## src/rtl/rv32i_types.sv

```systemverilog
// rv32i_types: shared line/beat constants and adapter FSM state type
package rv32i_types;
  localparam int LINE_BITS = 256;
  localparam int BEAT_BITS = 64;
  localparam int BEATS = 4;
  typedef enum logic [2:0] {IDLE, RD_REQ, RD_WAIT, WR_BURST, RESP} adapter_state_t;
endpackage

```

## src/rtl/line_beat_buf.sv

```systemverilog
// line_beat_buf: 256-bit line register with 2-bit beat counter, beat insert/select and last-beat flag
// ports: clk, rst_n (sync, active-low), clear (zero counter), load/load_line (latch whole line),
//        step (advance counter), ins/beat_in (store beat k), line, beat_out (beat k), last (k==3)
module line_beat_buf
  import rv32i_types::*;
(
  input  logic                 clk,
  input  logic                 rst_n,
  input  logic                 clear,
  input  logic                 load,
  input  logic [LINE_BITS-1:0] load_line,
  input  logic                 step,
  input  logic                 ins,
  input  logic [BEAT_BITS-1:0] beat_in,
  output logic [LINE_BITS-1:0] line,
  output logic [BEAT_BITS-1:0] beat_out,
  output logic                 last
);
  logic [1:0] k;
  assign beat_out = line[{k, 6'd0} +: BEAT_BITS];
  assign last = k == 2'(BEATS - 1);
  always_ff @(posedge clk) begin
    if (!rst_n) begin
      line <= '0;
      k <= '0;
    end else begin
      if (load) line <= load_line;
      else if (ins) line[{k, 6'd0} +: BEAT_BITS] <= beat_in;
      if (clear) k <= '0;
      else if (step) k <= k + 2'd1;
    end
  end
endmodule

```

## src/rtl/cacheline_adapter.sv

```systemverilog
// cacheline_adapter: converts 256-bit dfp line read/write into a 4-beat 64-bit bmem burst
// ports: clk, rst_n (sync, active-low); dfp_addr/read/write/wdata in, dfp_rdata/resp out;
//        bmem_addr/read/write/wdata out, bmem_ready/raddr/rdata/rvalid in
// config: POSTED_WRITE_EN responds to writes right after latching and drains the burst in the background
module cacheline_adapter
  import rv32i_types::*;
(
  input  logic                 clk,
  input  logic                 rst_n,
  input  logic [31:0]          dfp_addr,
  input  logic                 dfp_read,
  input  logic                 dfp_write,
  input  logic [LINE_BITS-1:0] dfp_wdata,
  output logic [LINE_BITS-1:0] dfp_rdata,
  output logic                 dfp_resp,
  output logic [31:0]          bmem_addr,
  output logic                 bmem_read,
  output logic                 bmem_write,
  output logic [BEAT_BITS-1:0] bmem_wdata,
  input  logic                 bmem_ready,
  input  logic [31:0]          bmem_raddr,
  input  logic [BEAT_BITS-1:0] bmem_rdata,
  input  logic                 bmem_rvalid
);
`ifdef POSTED_WRITE_EN
  localparam bit POSTED = 1'b1;
`else
  localparam bit POSTED = 1'b0;
`endif
  adapter_state_t state, next;
  logic [31:0] addr_q;
  logic [LINE_BITS-1:0] rdata_q, line;
  logic start, load, ins, step, last, resp_q, unused_in;
  assign unused_in = ^{dfp_addr[4:0], bmem_raddr};
  assign start = state == IDLE && (dfp_read || dfp_write);
  assign load = state == IDLE && dfp_write;
  assign ins = state == RD_WAIT && bmem_rvalid;
  assign step = ins || (state == WR_BURST && bmem_ready);
  assign bmem_addr = addr_q;
  assign bmem_read = state == RD_REQ;
  assign bmem_write = state == WR_BURST;
  assign dfp_rdata = rdata_q;
  assign dfp_resp = state == RESP || resp_q;
  line_beat_buf u_buf (
    .clk(clk),
    .rst_n(rst_n),
    .clear(start),
    .load(load),
    .load_line(dfp_wdata),
    .step(step),
    .ins(ins),
    .beat_in(bmem_rdata),
    .line(line),
    .beat_out(bmem_wdata),
    .last(last)
  );
  always_comb begin
    next = state;
    case (state)
      IDLE:     next = dfp_write ? WR_BURST : dfp_read ? RD_REQ : IDLE;
      RD_REQ:   next = bmem_ready ? RD_WAIT : RD_REQ;
      RD_WAIT:  next = ins && last ? RESP : RD_WAIT;
      WR_BURST: next = step && last ? (POSTED ? IDLE : RESP) : WR_BURST;
      default:  next = IDLE;
    endcase
  end
  always_ff @(posedge clk) begin
    if (!rst_n) begin
      state <= IDLE;
      addr_q <= '0;
      rdata_q <= '0;
      resp_q <= 1'b0;
    end else begin
      state <= next;
      resp_q <= POSTED && load;
      if (start) addr_q <= {dfp_addr[31:5], 5'b0};
      if (ins && last) rdata_q <= {bmem_rdata, line[LINE_BITS-BEAT_BITS-1:0]};
    end
  end
endmodule

```

## config.mk

```make
export PLATFORM = sky130hd
export DESIGN_NAME = cacheline_adapter
export DESIGN_NICKNAME = d
export VERILOG_FILES = /design/src/rtl/rv32i_types.sv /design/src/rtl/line_beat_buf.sv /design/src/rtl/cacheline_adapter.sv
export SDC_FILE = /design/constraint.sdc
export NUM_CORES = 1
export LEC_CHECK = 0
export CORE_AREA = 2 2 294 296
export DETAILED_ROUTE_END_ITERATION = 8
export DIE_AREA = 0 0 296 298
export GPL_TIMING_DRIVEN = 0
export PLACE_DENSITY = 0.61
export SLEW_MARGIN = 20
export SYNTH_ARGS = -nofsm -noshare
export SYNTH_HDL_FRONTEND = slang
export SYNTH_SLANG_ARGS = --single-unit
```

## constraint.sdc

```tcl
create_clock -name clk -period 6.25 [get_ports clk]
set_clock_uncertainty 0.05 [all_clocks]
set_input_delay 1.5625 -clock clk [delete_from_list [all_inputs] [get_ports clk]]
set_output_delay 1.5625 -clock clk [all_outputs]
set_load 0.05 [all_outputs]
```

Run 1, met3 routing:
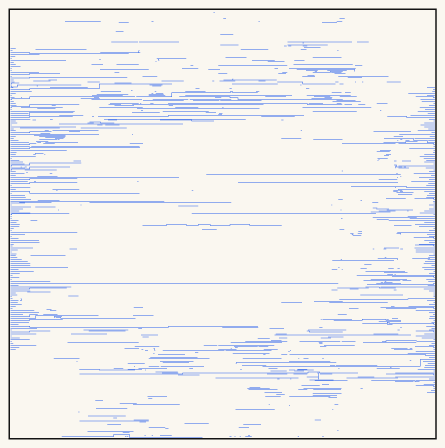
wire length on this layer = 12200 um
longest straight run = 228 um

Run 1, pin map:
Pins as bars across the die edge, other pins in gray.
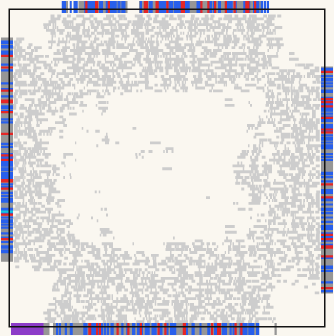
red -> bmem_wdata  # pins 64, direction output, edge 19 north, 16 south, 15 east, 14 west
blue -> dfp_rdata  # pins 256, direction output, edge 74 north, 64 south, 63 east, 55 west
purple -> bmem_raddr  # pins 32, direction input, edge south
cyan -> bmem_write  # pins 1, direction output, edge west
all pins by edge = 249 south, 184 north, 157 east, 155 west

==> impl_metrics.yaml, run 1 <==
# implementation run metrics
cts:
  cts_tree: "done"
  hold_buffers: 0
  cts.repair.resized: 0
layout:
  mostFrequentLayoutCell: "clkdlybuf4s50_1"
  finalCoreUtilization_pct: 38.20
  buffer_area_share_pct: 25.20
  buffers: 933
  nMultiInputCombCells: 1680
  fin_cells: 4430
detailed_routing:
  first_pass_iters: 6
  routedLengthMet1_um: 47980
  top_layer_used: "met5"
pwr:
  clkPwrFrac_pct: 41.3
  combPwrFrac_pct: 18.0
  power_per_cell_area_mw_per_mm2: 288.6
flow_run:
  warning_count: 68
  cap_violations: 0
yosys:
  synth_area_per_cell_um2: 8.821
  synth_seq_share_pct: 50.49
timing:
  fin_hold_ws_ns: 0.4023
run_status:
  status: "finished clean"
Run 1, where the registers sit:
Other sequential cells in the stronger gray, the rest of the logic in the fainter gray.
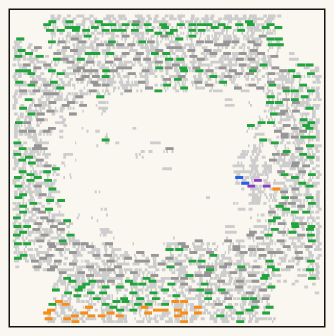
blue -> u_buf.k  # placed flops 2
green -> dfp_rdata  # placed flops 256, where widely spread
purple -> state  # placed flops 3
orange -> bmem_addr  # placed flops 27

Run 1, congestion heat map:
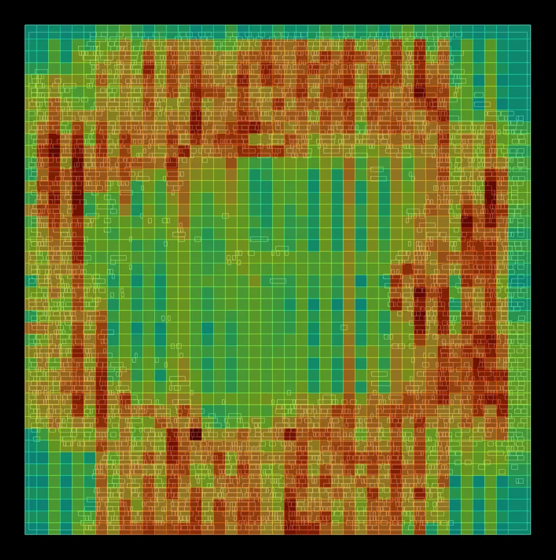

==> inputs of run 2 (changes only) <==
--- a/config.mk
+++ b/config.mk
@@ -5,11 +5,11 @@
 export SDC_FILE = /design/constraint.sdc
 export NUM_CORES = 1
 export LEC_CHECK = 0
-export CORE_AREA = 2 2 294 296
+export CORE_AREA = 4 4 287 289
 export DETAILED_ROUTE_END_ITERATION = 8
-export DIE_AREA = 0 0 296 298
+export DIE_AREA = 0 0 291 293
 export GPL_TIMING_DRIVEN = 0
-export PLACE_DENSITY = 0.61
+export PLACE_DENSITY = 0.63
 export SLEW_MARGIN = 20
 export SYNTH_ARGS = -nofsm -noshare
 export SYNTH_HDL_FRONTEND = slang
Run 2, congestion heat map:
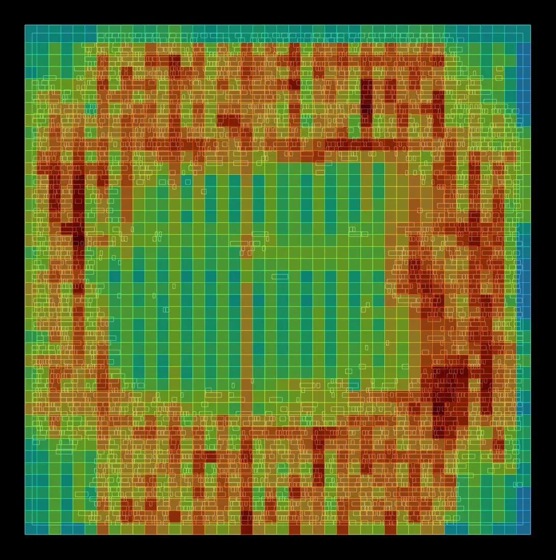
Total GRT Usage: 26.05%
GR Util met1: 32.95%

==> run 2 against run 1 <==
Compared with the run above:
- sequential cell count unchanged
- clock power decreased by 5.4%
- sequential power hardly changed
- combinational power hardly changed
- global-route usage shrank 0.065 points
- sequential share of layout area increased by 0.22 points
- largest cell class unchanged
==> impl_metrics.yaml, run 2 <==
# implementation run metrics
layout:
  fin_cells: 4341
  inverters: 3
  diodes: 11
  nMultiInputCombCells: 1680
  buffers: 935
  buffer_area_share_pct: 25.51
  fin_area_mm2: 0.03222
  finalCoreUtilization_pct: 40.33
  mostFrequentLayoutCell: "clkdlybuf4s50_1"
pwr:
  power_per_cell_area_mw_per_mm2: 283.9
  clkPwrFrac_pct: 39.9
  combPwrFrac_pct: 18.3
  clk-power_uw: 3650
timing:
  min_period_ns: 5.441
  fin_hold_ws_ns: 0.4019
yosys:
  area_leaders: "dfxtp_1, nand2_1, a21oi_1"
  synth_cells: 2445
  yosysMostFrequentCell: "nand2_1"
  synth_area_per_cell_um2: 8.821
  synth_seq_share_pct: 50.49
detailed_routing:
  top_layer_used: "met5"
  first_pass_iters: 5
  routedLengthMet1_um: 46650
run_status:
  status: "finished clean"
place:
  placed_area_mm2: 0.03019
  dp_cells: 4222
cts:
  clk_pin_slew_ns: 0.06
  cts_tree: "done"
  clk_path_buf_depth: 3
  hold_buffers: 0
flow_run:
  warning_count: 68
  cap_violations: 0
worst_setup_path:
  r2r_end: "u_buf.line[51]"
  r2r_slack_ns: 1.49
Run 2, met3 routing:
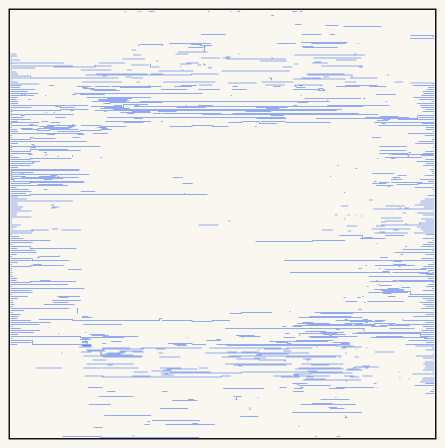
longest straight run = 165 um
share of all routed wire = 10%
nets with wire on the layer = 614
main direction = horizontal

Power figures rest on the tool's default switching activity, not on a simulated workload.
